Fig. 1: cells by drive strength
(4 px per µm)
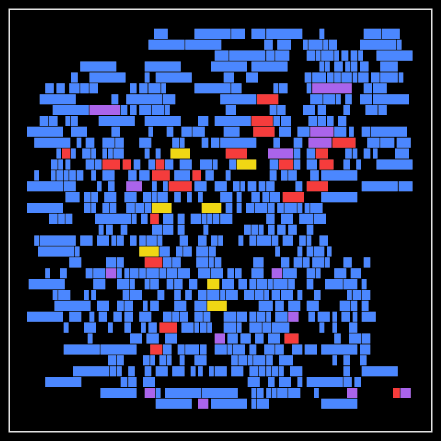
Fig. 2: selected gate families
(4 px per µm)
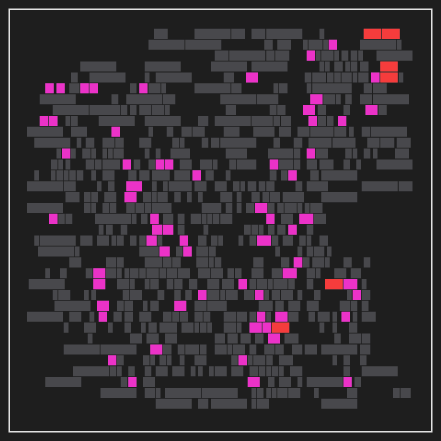
Fig. 3: pin map
(4 px per µm) Pins as bars across the die edge, other pins in grey.
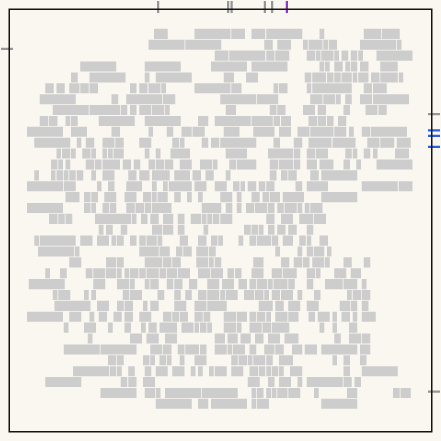
--- src/rtl/blink_rate_detector_if.sv ---
// Signal bundle between the blink-rate detector and its environment:
// the measured square wave in, rate code / valid / strobe / one-hot LEDs out.
interface blink_rate_detector_if;
  logic       i_Signal;
  logic [2:0] o_Rate;
  logic       o_Valid;
  logic       o_Rate_Strobe;
  logic       o_LED_1;
  logic       o_LED_2;
  logic       o_LED_3;
  logic       o_LED_4;

  modport master (
    output i_Signal,
    input  o_Rate, o_Valid, o_Rate_Strobe, o_LED_1, o_LED_2, o_LED_3, o_LED_4
  );

  modport slave (
    input  i_Signal,
    output o_Rate, o_Valid, o_Rate_Strobe, o_LED_1, o_LED_2, o_LED_3, o_LED_4
  );
endinterface

--- src/rtl/blink_rate_detector.sv ---
// Measures the period between rising edges of an asynchronous square wave and
// locks onto one of four blink rates after g_CONFIRM consecutive matching periods.
module blink_rate_detector #(
  parameter int unsigned g_PERIOD_1HZ  = 32'd25000000,
  parameter int unsigned g_PERIOD_2HZ  = 32'd12500000,
  parameter int unsigned g_PERIOD_5HZ  = 32'd5000000,
  parameter int unsigned g_PERIOD_10HZ = 32'd2500000,
  parameter int unsigned g_TOL_SHIFT   = 32'd4,
  parameter int unsigned g_CONFIRM     = 32'd2,
  parameter int unsigned g_TIMEOUT     = 32'd50000000
) (
  input  logic                   i_Clk,
  input  logic                   i_Rst_L,
  blink_rate_detector_if.slave   bus
);

  localparam int unsigned MW = (g_CONFIRM < 32'd1) ? 32'd1 : $clog2(g_CONFIRM + 32'd1);
  localparam logic [MW-1:0] CONFIRM_C = MW'(g_CONFIRM);
  localparam logic [31:0]   TIMEOUT_C = 32'(g_TIMEOUT);

  typedef enum logic [1:0] {
    ST_IDLE    = 2'd0,
    ST_MEASURE = 2'd1,
    ST_LOCKED  = 2'd2
  } state_t;

  // Widened to 33 bits so nominal + tolerance cannot wrap.
  function automatic logic in_window(input logic [32:0] p, input logic [31:0] n);
    logic [32:0] tol;
    tol = {1'b0, n >> g_TOL_SHIFT};
    return (p >= ({1'b0, n} - tol)) && (p <= ({1'b0, n} + tol));
  endfunction

  function automatic logic [2:0] classify(input logic [32:0] p);
    logic [2:0] c;
    c = 3'd0;
    if (in_window(p, g_PERIOD_1HZ))       c = 3'd1;
    else if (in_window(p, g_PERIOD_2HZ))  c = 3'd2;
    else if (in_window(p, g_PERIOD_5HZ))  c = 3'd3;
    else if (in_window(p, g_PERIOD_10HZ)) c = 3'd4;
    else                                  c = 3'd0;
    return c;
  endfunction

  // Returns {LED_1, LED_2, LED_3, LED_4}; LED_1 is the fastest rate.
  function automatic logic [3:0] led_decode(input logic [2:0] rate);
    logic [3:0] l;
    case (rate)
      3'd1:    l = 4'b0001;
      3'd2:    l = 4'b0010;
      3'd3:    l = 4'b0100;
      3'd4:    l = 4'b1000;
      default: l = 4'b0000;
    endcase
    return l;
  endfunction

  logic          sync1_r, sync2_r, sync3_r;
  logic          edge_s;
  state_t        state_r, state_nxt_s;
  logic [31:0]   cnt_r, cnt_nxt_s;
  logic [2:0]    cand_r, cand_nxt_s;
  logic [MW-1:0] match_r, match_nxt_s;
  logic [2:0]    rate_r, rate_nxt_s;
  logic          valid_r, valid_nxt_s;
  logic          strobe_r;
  logic [3:0]    led_r;
  logic [2:0]    class_s;
  logic          timeout_s;

  assign edge_s    = sync2_r & ~sync3_r;
  assign class_s   = classify({1'b0, cnt_r} + 33'd1);
  assign timeout_s = (cnt_r >= (TIMEOUT_C - 32'd1));

  // Synchronize the asynchronous input and keep one extra stage for edge detect.
  always_ff @(posedge i_Clk or negedge i_Rst_L) begin
    if (!i_Rst_L) begin
      sync1_r <= 1'b0;
      sync2_r <= 1'b0;
      sync3_r <= 1'b0;
    end else begin
      sync1_r <= bus.i_Signal;
      sync2_r <= sync1_r;
      sync3_r <= sync2_r;
    end
  end

  // Next-state, period counter and rate decisions.
  always_comb begin
    state_nxt_s = state_r;
    cnt_nxt_s   = cnt_r;
    cand_nxt_s  = cand_r;
    match_nxt_s = match_r;
    rate_nxt_s  = rate_r;
    valid_nxt_s = valid_r;

    if ((state_r == ST_IDLE) || edge_s) begin
      cnt_nxt_s = 32'd0;
    end else if (cnt_r < TIMEOUT_C) begin
      cnt_nxt_s = cnt_r + 32'd1;
    end else begin
      cnt_nxt_s = cnt_r;
    end

    case (state_r)
      ST_IDLE: begin
        if (edge_s) begin
          state_nxt_s = ST_MEASURE;
        end else begin
          state_nxt_s = ST_IDLE;
        end
      end
      ST_MEASURE: begin
        if (edge_s) begin
          if (class_s == 3'd0) begin
            cand_nxt_s  = 3'd0;
            match_nxt_s = '0;
          end else if (class_s == cand_r) begin
            match_nxt_s = match_r + MW'(1);
          end else begin
            cand_nxt_s  = class_s;
            match_nxt_s = MW'(1);
          end
          if ((class_s != 3'd0) && (match_nxt_s == CONFIRM_C)) begin
            rate_nxt_s  = cand_nxt_s;
            valid_nxt_s = 1'b1;
            state_nxt_s = ST_LOCKED;
          end else begin
            state_nxt_s = ST_MEASURE;
          end
        end else if (timeout_s) begin
          cand_nxt_s  = 3'd0;
          match_nxt_s = '0;
          rate_nxt_s  = 3'd0;
          valid_nxt_s = 1'b0;
          state_nxt_s = ST_IDLE;
        end else begin
          state_nxt_s = ST_MEASURE;
        end
      end
      ST_LOCKED: begin
        if (edge_s) begin
          if (class_s != cand_r) begin
            rate_nxt_s  = 3'd0;
            valid_nxt_s = 1'b0;
            cand_nxt_s  = class_s;
            match_nxt_s = (class_s != 3'd0) ? MW'(1) : '0;
            state_nxt_s = ST_MEASURE;
          end else begin
            state_nxt_s = ST_LOCKED;
          end
        end else if (timeout_s) begin
          cand_nxt_s  = 3'd0;
          match_nxt_s = '0;
          rate_nxt_s  = 3'd0;
          valid_nxt_s = 1'b0;
          state_nxt_s = ST_IDLE;
        end else begin
          state_nxt_s = ST_LOCKED;
        end
      end
      default: begin
        cand_nxt_s  = 3'd0;
        match_nxt_s = '0;
        rate_nxt_s  = 3'd0;
        valid_nxt_s = 1'b0;
        state_nxt_s = ST_IDLE;
      end
    endcase
  end

  // State and output registers; LEDs and strobe are derived from the next rate.
  always_ff @(posedge i_Clk or negedge i_Rst_L) begin
    if (!i_Rst_L) begin
      state_r  <= ST_IDLE;
      cnt_r    <= 32'd0;
      cand_r   <= 3'd0;
      match_r  <= '0;
      rate_r   <= 3'd0;
      valid_r  <= 1'b0;
      strobe_r <= 1'b0;
      led_r    <= 4'b0000;
    end else begin
      state_r  <= state_nxt_s;
      cnt_r    <= cnt_nxt_s;
      cand_r   <= cand_nxt_s;
      match_r  <= match_nxt_s;
      rate_r   <= rate_nxt_s;
      valid_r  <= valid_nxt_s;
      strobe_r <= (rate_nxt_s != rate_r);
      led_r    <= led_decode(rate_nxt_s);
    end
  end

  assign bus.o_Rate        = rate_r;
  assign bus.o_Valid       = valid_r;
  assign bus.o_Rate_Strobe = strobe_r;
  assign bus.o_LED_1       = led_r[3];
  assign bus.o_LED_2       = led_r[2];
  assign bus.o_LED_3       = led_r[1];
  assign bus.o_LED_4       = led_r[0];

endmodule

--- src/flat_wrapper.sv ---
// flat-port wrapper written by rule: the top's interface ports become plain ports
module blink_rate_detector_flat 
#(
  parameter int unsigned g_PERIOD_1HZ  = 32'd25000000,
  parameter int unsigned g_PERIOD_2HZ  = 32'd12500000,
  parameter int unsigned g_PERIOD_5HZ  = 32'd5000000,
  parameter int unsigned g_PERIOD_10HZ = 32'd2500000,
  parameter int unsigned g_TOL_SHIFT   = 32'd4,
  parameter int unsigned g_CONFIRM     = 32'd2,
  parameter int unsigned g_TIMEOUT     = 32'd50000000
)
  (i_Clk, i_Rst_L, bus_i_Signal, bus_o_Rate, bus_o_Valid, bus_o_Rate_Strobe, bus_o_LED_1, bus_o_LED_2, bus_o_LED_3, bus_o_LED_4);
  blink_rate_detector_if bus_i ();
  input  logic i_Clk;
  input  logic i_Rst_L;
  input wire logic [$bits(bus_i.i_Signal)-1:0] bus_i_Signal;
  output wire logic [$bits(bus_i.o_Rate)-1:0] bus_o_Rate;
  output wire logic [$bits(bus_i.o_Valid)-1:0] bus_o_Valid;
  output wire logic [$bits(bus_i.o_Rate_Strobe)-1:0] bus_o_Rate_Strobe;
  output wire logic [$bits(bus_i.o_LED_1)-1:0] bus_o_LED_1;
  output wire logic [$bits(bus_i.o_LED_2)-1:0] bus_o_LED_2;
  output wire logic [$bits(bus_i.o_LED_3)-1:0] bus_o_LED_3;
  output wire logic [$bits(bus_i.o_LED_4)-1:0] bus_o_LED_4;
  assign bus_i.i_Signal = bus_i_Signal;
  assign bus_o_Rate = bus_i.o_Rate;
  assign bus_o_Valid = bus_i.o_Valid;
  assign bus_o_Rate_Strobe = bus_i.o_Rate_Strobe;
  assign bus_o_LED_1 = bus_i.o_LED_1;
  assign bus_o_LED_2 = bus_i.o_LED_2;
  assign bus_o_LED_3 = bus_i.o_LED_3;
  assign bus_o_LED_4 = bus_i.o_LED_4;
  blink_rate_detector #(.g_PERIOD_1HZ(g_PERIOD_1HZ), .g_PERIOD_2HZ(g_PERIOD_2HZ), .g_PERIOD_5HZ(g_PERIOD_5HZ), .g_PERIOD_10HZ(g_PERIOD_10HZ), .g_TOL_SHIFT(g_TOL_SHIFT), .g_CONFIRM(g_CONFIRM), .g_TIMEOUT(g_TIMEOUT)) u_core (.i_Clk(i_Clk), .i_Rst_L(i_Rst_L), .bus(bus_i));
endmodule
--- config.mk ---
export PLATFORM = sky130hd
export DESIGN_NAME = blink_rate_detector_flat
export DESIGN_NICKNAME = d
export VERILOG_FILES = /design/src/rtl/blink_rate_detector_if.sv /design/src/rtl/blink_rate_detector.sv /design/src/flat_wrapper.sv
export SDC_FILE = /design/constraint.sdc
export NUM_CORES = 1
export LEC_CHECK = 0
export CAP_MARGIN = 15
export CORE_MARGIN = 4
export CORE_UTILIZATION = 50
export DETAILED_ROUTE_END_ITERATION = 6
export PLACE_DENSITY = 0.71
export SYNTH_ARGS = -nofsm -noshare
export SYNTH_HDL_FRONTEND = slang
export SYNTH_SLANG_ARGS = --single-unit
--- constraint.sdc ---
create_clock -name i_Clk -period 5.9 [get_ports i_Clk]
set_clock_uncertainty 0.2 [all_clocks]
set_input_delay 1.18 -clock i_Clk [delete_from_list [all_inputs] [get_ports i_Clk]]
set_output_delay 1.18 -clock i_Clk [all_outputs]
set_load 0.03 [all_outputs]
==> run summary <==
Result of the run: completed
Initial antenna violation count: 0
Post-CTS setup-driven buffer insertion count: 0
Detailed-route via count: 4,794
Start point of the worst min-delay path: u_core.sync1_r
Length in cells of the worst reg-to-reg path: 16
Actual slew at the worst max-slew pin: 1.14 ns
Number of flip-flops under the largest register name: 32
Number of buffers created by CTS: 5
Busiest layer in global routing: met2
Critical Path Max Stage Delay: 0.65 ns
Logic area: 3230 µm²
Aoi share: 0.220
Clock buffer count: 6
Worst-skew pair later-pin latency: 0.31 ns
Global-route wire length before repair: 22,500 µm
Placed cell area: 4870 µm²
Power consumed by combinational cells: 187 µW
Detailed Place HPWL: 9780 µm
Cell with the biggest individual delay on the critical path: dfrtp_1
Placement Rows: 35
Most area-hungry cell class in the final design: logic gates
XOR/XNOR share of the synthesized area: 0.0791
Fraction of area in clock buffers and inverters: 0.0184
Total track usage: 0.242
Inverters excl. clock: 11
M2 GR Usage: 0.367
Length of routed met3 wiring: 978 µm
Critical path launch point type: flop
Share of flip-flops with an asynchronous set or reset after synthesis: 1.00
-- Fig. 1 (at the start) --
Key: x2 = red [cells 23, share 3.9%]; x1 and smaller = blue [cells 539, share 92%]; x6 and larger = yellow [cells 7, share 1.2%]; x3 and x4 = purple [cells 14, share 2.4%]

-- Fig. 2 (at the start) --
Key: fa/ha/maj cells = red [cells 6]; and/or cells = magenta [cells 64]

-- Fig. 3 (at the start) --
Key: `bus_o_LED_2` = purple [pins 1, direction output, edge north]; `bus_o_Rate` = blue [pins 3, direction output, edge east]

No activity file was given, so power comes from the tool's default toggle rates.
